### src/rtl/sc_game_sequencer.sv
// sc_game_sequencer: Frogger game controller.
// Generates the game tick, strobes the obstacle lanes round-robin, arbitrates
// player moves against lane shifts and keeps lives, level and game-over.
// Optional build macro FROGGER_GAMESEQ_SPEEDUP_EN: when defined, each lane's
// effective period is shortened by the current level (floored at zero).
module sc_game_sequencer #(
  parameter int LANES    = 4,
  parameter int TICK_DIV = 2500000,
  parameter int LIVES    = 3
) (
  input  logic               SC_STATEMACHINEPOINT_CLOCK_50,
  input  logic               SC_STATEMACHINEPOINT_RESET_InHigh,
  input  logic               SC_GAMESEQ_start_InLow,
  input  logic               SC_GAMESEQ_moveReq_InLow,
  input  logic [4*LANES-1:0] SC_GAMESEQ_lanePeriod_In,
  input  logic               SC_GAMESEQ_collision_InHigh,
  input  logic               SC_GAMESEQ_goal_InHigh,
  output logic [LANES-1:0]   SC_GAMESEQ_laneShift_OutLow,
  output logic               SC_GAMESEQ_lanesClear_OutLow,
  output logic               SC_GAMESEQ_playerClear_OutLow,
  output logic               SC_GAMESEQ_moveGrant_OutLow,
  output logic [2:0]         SC_GAMESEQ_lives_Out,
  output logic [2:0]         SC_GAMESEQ_level_Out,
  output logic               SC_GAMESEQ_gameOver_OutHigh
);

  localparam int PRE_W = $clog2(TICK_DIV);
  localparam int IDX_W = (LANES > 1) ? $clog2(LANES) : 1;
  localparam logic [PRE_W-1:0] PRE_LAST   = PRE_W'(TICK_DIV - 1);
  localparam logic [IDX_W-1:0] IDX_LAST   = IDX_W'(LANES - 1);
  localparam logic [2:0]       LIVES_INIT = 3'(LIVES);
  localparam logic [2:0]       LEVEL_MAX  = 3'd7;

  typedef enum logic [3:0] {
    IDLE,
    INIT,
    TICK_WAIT,
    GRANT,
    SHIFT,
    CHECK,
    HIT,
    WIN,
    GAMEOVER
  } stateT;

  stateT                 state;
  stateT                 nextState;
  logic [PRE_W-1:0]      prescaleCount;
  logic [IDX_W-1:0]      shiftIdx;
  logic [LANES-1:0][3:0] laneCount;
  logic [LANES-1:0][3:0] effPeriod;
  logic [LANES-1:0]      dueMask;
  logic                  pendTick;
  logic                  pendMove;
  logic                  running;
  logic                  tick;
  logic                  startShift;
  logic                  moveCapture;

  // The prescaler only advances while a game is actually being played.
  assign running = (state == TICK_WAIT) || (state == GRANT) || (state == SHIFT) ||
                   (state == CHECK) || (state == HIT) || (state == WIN);
  assign tick = running && (prescaleCount == PRE_LAST);
  assign startShift = (state == TICK_WAIT) && (nextState == SHIFT);
  assign moveCapture = (state == SHIFT) || (state == CHECK) || (state == HIT) || (state == WIN);

  // Effective lane period; with the speed-up build higher levels move lanes faster.
  always_comb begin
    effPeriod = '0;
    for (int i = 0; i < LANES; i++) begin
`ifdef FROGGER_GAMESEQ_SPEEDUP_EN
      if (SC_GAMESEQ_lanePeriod_In[4*i +: 4] > {1'b0, SC_GAMESEQ_level_Out})
        effPeriod[i] = SC_GAMESEQ_lanePeriod_In[4*i +: 4] - {1'b0, SC_GAMESEQ_level_Out};
      else
        effPeriod[i] = 4'd0;
`else
      effPeriod[i] = SC_GAMESEQ_lanePeriod_In[4*i +: 4];
`endif
    end
  end

  // State register.
  always_ff @(posedge SC_STATEMACHINEPOINT_CLOCK_50 or posedge SC_STATEMACHINEPOINT_RESET_InHigh) begin
    if (SC_STATEMACHINEPOINT_RESET_InHigh)
      state <= IDLE;
    else
      state <= nextState;
  end

  // Next-state and Moore strobes; a move always wins over a pending tick so the
  // frog and the lanes never update on the same cycle.
  always_comb begin
    nextState                     = state;
    SC_GAMESEQ_laneShift_OutLow   = '1;
    SC_GAMESEQ_lanesClear_OutLow  = 1'b1;
    SC_GAMESEQ_playerClear_OutLow = 1'b1;
    SC_GAMESEQ_moveGrant_OutLow   = 1'b1;
    SC_GAMESEQ_gameOver_OutHigh   = 1'b0;
    case (state)
      IDLE: begin
        if (!SC_GAMESEQ_start_InLow)
          nextState = INIT;
      end
      INIT: begin
        SC_GAMESEQ_lanesClear_OutLow  = 1'b0;
        SC_GAMESEQ_playerClear_OutLow = 1'b0;
        nextState                     = TICK_WAIT;
      end
      TICK_WAIT: begin
        if (!SC_GAMESEQ_moveReq_InLow || pendMove)
          nextState = GRANT;
        else if (tick || pendTick)
          nextState = SHIFT;
      end
      GRANT: begin
        SC_GAMESEQ_moveGrant_OutLow = 1'b0;
        nextState                   = CHECK;
      end
      SHIFT: begin
        for (int i = 0; i < LANES; i++) begin
          if (shiftIdx == IDX_W'(i))
            SC_GAMESEQ_laneShift_OutLow[i] = ~dueMask[i];
        end
        if (shiftIdx == IDX_LAST)
          nextState = CHECK;
      end
      CHECK: begin
        if (SC_GAMESEQ_collision_InHigh)
          nextState = HIT;
        else if (SC_GAMESEQ_goal_InHigh)
          nextState = WIN;
        else
          nextState = TICK_WAIT;
      end
      HIT: begin
        SC_GAMESEQ_playerClear_OutLow = 1'b0;
        if (SC_GAMESEQ_lives_Out <= 3'd1)
          nextState = GAMEOVER;
        else
          nextState = TICK_WAIT;
      end
      WIN: begin
        SC_GAMESEQ_playerClear_OutLow = 1'b0;
        nextState                     = TICK_WAIT;
      end
      GAMEOVER: begin
        SC_GAMESEQ_gameOver_OutHigh = 1'b1;
        if (!SC_GAMESEQ_start_InLow)
          nextState = INIT;
      end
      default: nextState = IDLE;
    endcase
  end

  // Tick prescaler: cleared at game start, frozen outside active play.
  always_ff @(posedge SC_STATEMACHINEPOINT_CLOCK_50 or posedge SC_STATEMACHINEPOINT_RESET_InHigh) begin
    if (SC_STATEMACHINEPOINT_RESET_InHigh)
      prescaleCount <= '0;
    else if (state == INIT)
      prescaleCount <= '0;
    else if (running) begin
      if (prescaleCount == PRE_LAST)
        prescaleCount <= '0;
      else
        prescaleCount <= prescaleCount + PRE_W'(1);
    end
  end

  // Walks the lane index once per shift burst, one lane per cycle.
  always_ff @(posedge SC_STATEMACHINEPOINT_CLOCK_50 or posedge SC_STATEMACHINEPOINT_RESET_InHigh) begin
    if (SC_STATEMACHINEPOINT_RESET_InHigh)
      shiftIdx <= '0;
    else if (state == SHIFT && shiftIdx != IDX_LAST)
      shiftIdx <= shiftIdx + IDX_W'(1);
    else
      shiftIdx <= '0;
  end

  // Per-lane tick counters; the due mask is latched when a tick is serviced.
  // Using >= lets a lane catch up at once if its period shrank below its count.
  always_ff @(posedge SC_STATEMACHINEPOINT_CLOCK_50 or posedge SC_STATEMACHINEPOINT_RESET_InHigh) begin
    if (SC_STATEMACHINEPOINT_RESET_InHigh) begin
      laneCount <= '0;
      dueMask   <= '0;
    end else if (state == INIT) begin
      laneCount <= '0;
      dueMask   <= '0;
    end else if (startShift) begin
      for (int i = 0; i < LANES; i++) begin
        if (laneCount[i] >= effPeriod[i]) begin
          dueMask[i]   <= 1'b1;
          laneCount[i] <= 4'd0;
        end else begin
          dueMask[i]   <= 1'b0;
          laneCount[i] <= laneCount[i] + 4'd1;
        end
      end
    end
  end

  // One-deep memory for a tick or move that arrives while the FSM is busy.
  always_ff @(posedge SC_STATEMACHINEPOINT_CLOCK_50 or posedge SC_STATEMACHINEPOINT_RESET_InHigh) begin
    if (SC_STATEMACHINEPOINT_RESET_InHigh) begin
      pendTick <= 1'b0;
      pendMove <= 1'b0;
    end else if (state == INIT) begin
      pendTick <= 1'b0;
      pendMove <= 1'b0;
    end else begin
      if (startShift)
        pendTick <= 1'b0;
      else if (tick)
        pendTick <= 1'b1;
      if (state == GRANT)
        pendMove <= 1'b0;
      else if (moveCapture && !SC_GAMESEQ_moveReq_InLow)
        pendMove <= 1'b1;
    end
  end

  // Lives and level bookkeeping driven by the CHECK outcome states.
  always_ff @(posedge SC_STATEMACHINEPOINT_CLOCK_50 or posedge SC_STATEMACHINEPOINT_RESET_InHigh) begin
    if (SC_STATEMACHINEPOINT_RESET_InHigh) begin
      SC_GAMESEQ_lives_Out <= LIVES_INIT;
      SC_GAMESEQ_level_Out <= 3'd0;
    end else if (state == INIT) begin
      SC_GAMESEQ_lives_Out <= LIVES_INIT;
      SC_GAMESEQ_level_Out <= 3'd0;
    end else if (state == HIT) begin
      if (SC_GAMESEQ_lives_Out != 3'd0)
        SC_GAMESEQ_lives_Out <= SC_GAMESEQ_lives_Out - 3'd1;
    end else if (state == WIN) begin
      if (SC_GAMESEQ_level_Out != LEVEL_MAX)
        SC_GAMESEQ_level_Out <= SC_GAMESEQ_level_Out + 3'd1;
    end
  end

endmodule

### config.mk
export PLATFORM = sky130hd
export DESIGN_NAME = sc_game_sequencer
export DESIGN_NICKNAME = d
export VERILOG_FILES = /design/src/rtl/sc_game_sequencer.sv
export SDC_FILE = /design/constraint.sdc
export NUM_CORES = 1
export LEC_CHECK = 0
export CORE_MARGIN = 5
export CORE_UTILIZATION = 35
export CTS_CLUSTER_SIZE = 30
export DETAILED_ROUTE_END_ITERATION = 8
export PLACE_DENSITY = 0.58
export RECOVER_POWER = 50
export SYNTH_ARGS = -nofsm -noshare
export SYNTH_HDL_FRONTEND = slang
export SYNTH_SLANG_ARGS = --single-unit
### constraint.sdc
create_clock -name SC_STATEMACHINEPOINT_CLOCK_50 -period 4.57 [get_ports SC_STATEMACHINEPOINT_CLOCK_50]
set_clock_uncertainty 0.15 [all_clocks]
set_input_delay 0.914 -clock SC_STATEMACHINEPOINT_CLOCK_50 [delete_from_list [all_inputs] [get_ports SC_STATEMACHINEPOINT_CLOCK_50]]
set_output_delay 0.914 -clock SC_STATEMACHINEPOINT_CLOCK_50 [all_outputs]
set_load 0.05 [all_outputs]
**Register map, names as in the netlist**

The bar under the picture is 20 um long. Other sequential cells in the stronger gray, the rest of the logic in the fainter gray.
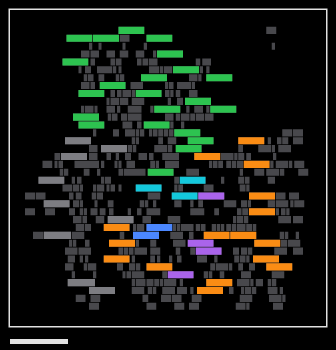
blue -> shiftIdx  # sequential cells 2
green -> prescaleCount  # sequential cells 22
purple -> dueMask  # sequential cells 4, where bottom center
cyan -> SC_GAMESEQ_level_Out  # sequential cells 3
orange -> laneCount  # sequential cells 16

**Clock distribution**

The bar under the picture is 20 um long.
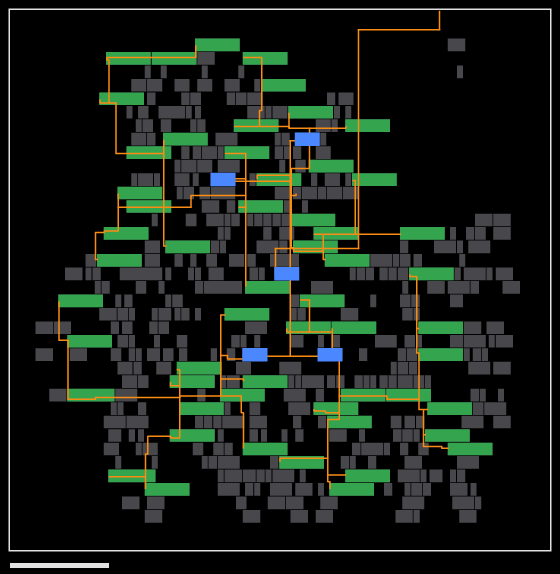
orange -> clock wires  # length 723 um
green -> flip-flops  # count 56
blue -> cells driving clock nets  # count 5
routed clock nets = 6

==> flow_summary.ini <==
; flow metrics
[pwr]
power_frac_seq_pct = 42.5
power_leader = registers
powerClk_uw = 280
p_per_area_nw_per_um2 = 409.1
swShare_pct = 42.51

[timing]
setup-tns-final_ns = 0
relSlewSlack_pct = 2.546
rsz0062_at_grt = false
period_minus_slack_ns = 3.781

[critical_path]
cp_cell_sequence = nor4b_1 > inv_1 > clkdlybuf4s50_1
cp_data_required_time_ns = 3.51
r2r_end = prescaleCount[18]
crit_cells = 3
r2r-start = state[3]
critPathMaxStageDelay_ns = 0.95
rrSetupSlack_ns = 2.09
worstPathMaxFanout = 24

[yosys]
ys_cells = 379
ys_sh_mux_pct = 0
adder_share_pct = 10.93
fp_nets = 431
ys_seq_share_pct = 40.89
top_cell = dfrtp_1
synth-async-reset-ratio_pct = 100.0
top_area_cell = dfrtp_1
ys_types = 52

[worst_hold_path]
hold_path_depth = 1

[cells_and_area]
comb_cells = 280
comb_share_pct = 46.12
buffers_excl_clock = 38
top_register = prescaleCount
nets = 463
instances_no_fill = 545
clk_share_pct = 2.334
biggestRegsByFlops = prescaleCount: 22 flops, laneCount: 16 flops
inv_count = 30

[drt]
post_drt_wl_per_cell_um = 13.06
drt_iter0_drc = 97

[cts]
cts_htree_levels = 2
clk_pin_slew_ns = 0.10
cts-resized-gates = 0

[outcome]
status = finished clean

[floorplan]
die_h_um = 109.0

[global_route]
antenna_found_initial = 0

[place]
globalplace.congestion = 0.7771
port_buffers = 35
place_hpwl_um = 5200
**Placement by cell class**

The bar under the picture is 20 um long.
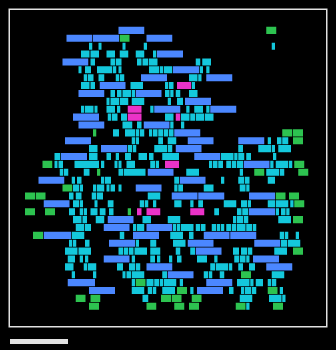
green -> other buffers and delay cells  # cells 38
cyan -> all other logic  # cells 310
magenta -> clock drivers and dummy loads  # cells 8
blue -> flip-flops  # cells 56
num rows: 36
fraction of area in registers: 35.39%
fin util: 40.96%
Final Instance Area: 3966 um2

==> per-layer routing <==
layer / GRT usage (%) / vias up / share of wire, %
li1: - / 1379 / -
met1: 18.02 / 1321 / 50
met2: 21.45 / 42 / 45
met3: 2.309 / 6 / 3.5
met4: 3.246 / 0 / 1.2
met5: 0 / - / 0
==> through the flow <==
step | power [uW] | setup slack, ns | cell area [um2]
global route | 1756 | 0.5723 | 3966
CTS | 1659 | 1.060 | 3984
finish | 1623 | 0.7888 | 3966
detailed placement | 1371 | 1.419 | 3891
global placement | 1351 | 1.460 | 3891
floorplan | 1172 | 1.722 | 3433
==> worst register-to-register path, cell delays in order, from the launching register on <==
cell and delay (ns):
dfrtp_1 0.57, nor4b_1 0.45, inv_1 0.48, a21oi_4 0.59, nor2_1 0.12
No activity file was given, so power comes from the tool's default toggle rates.
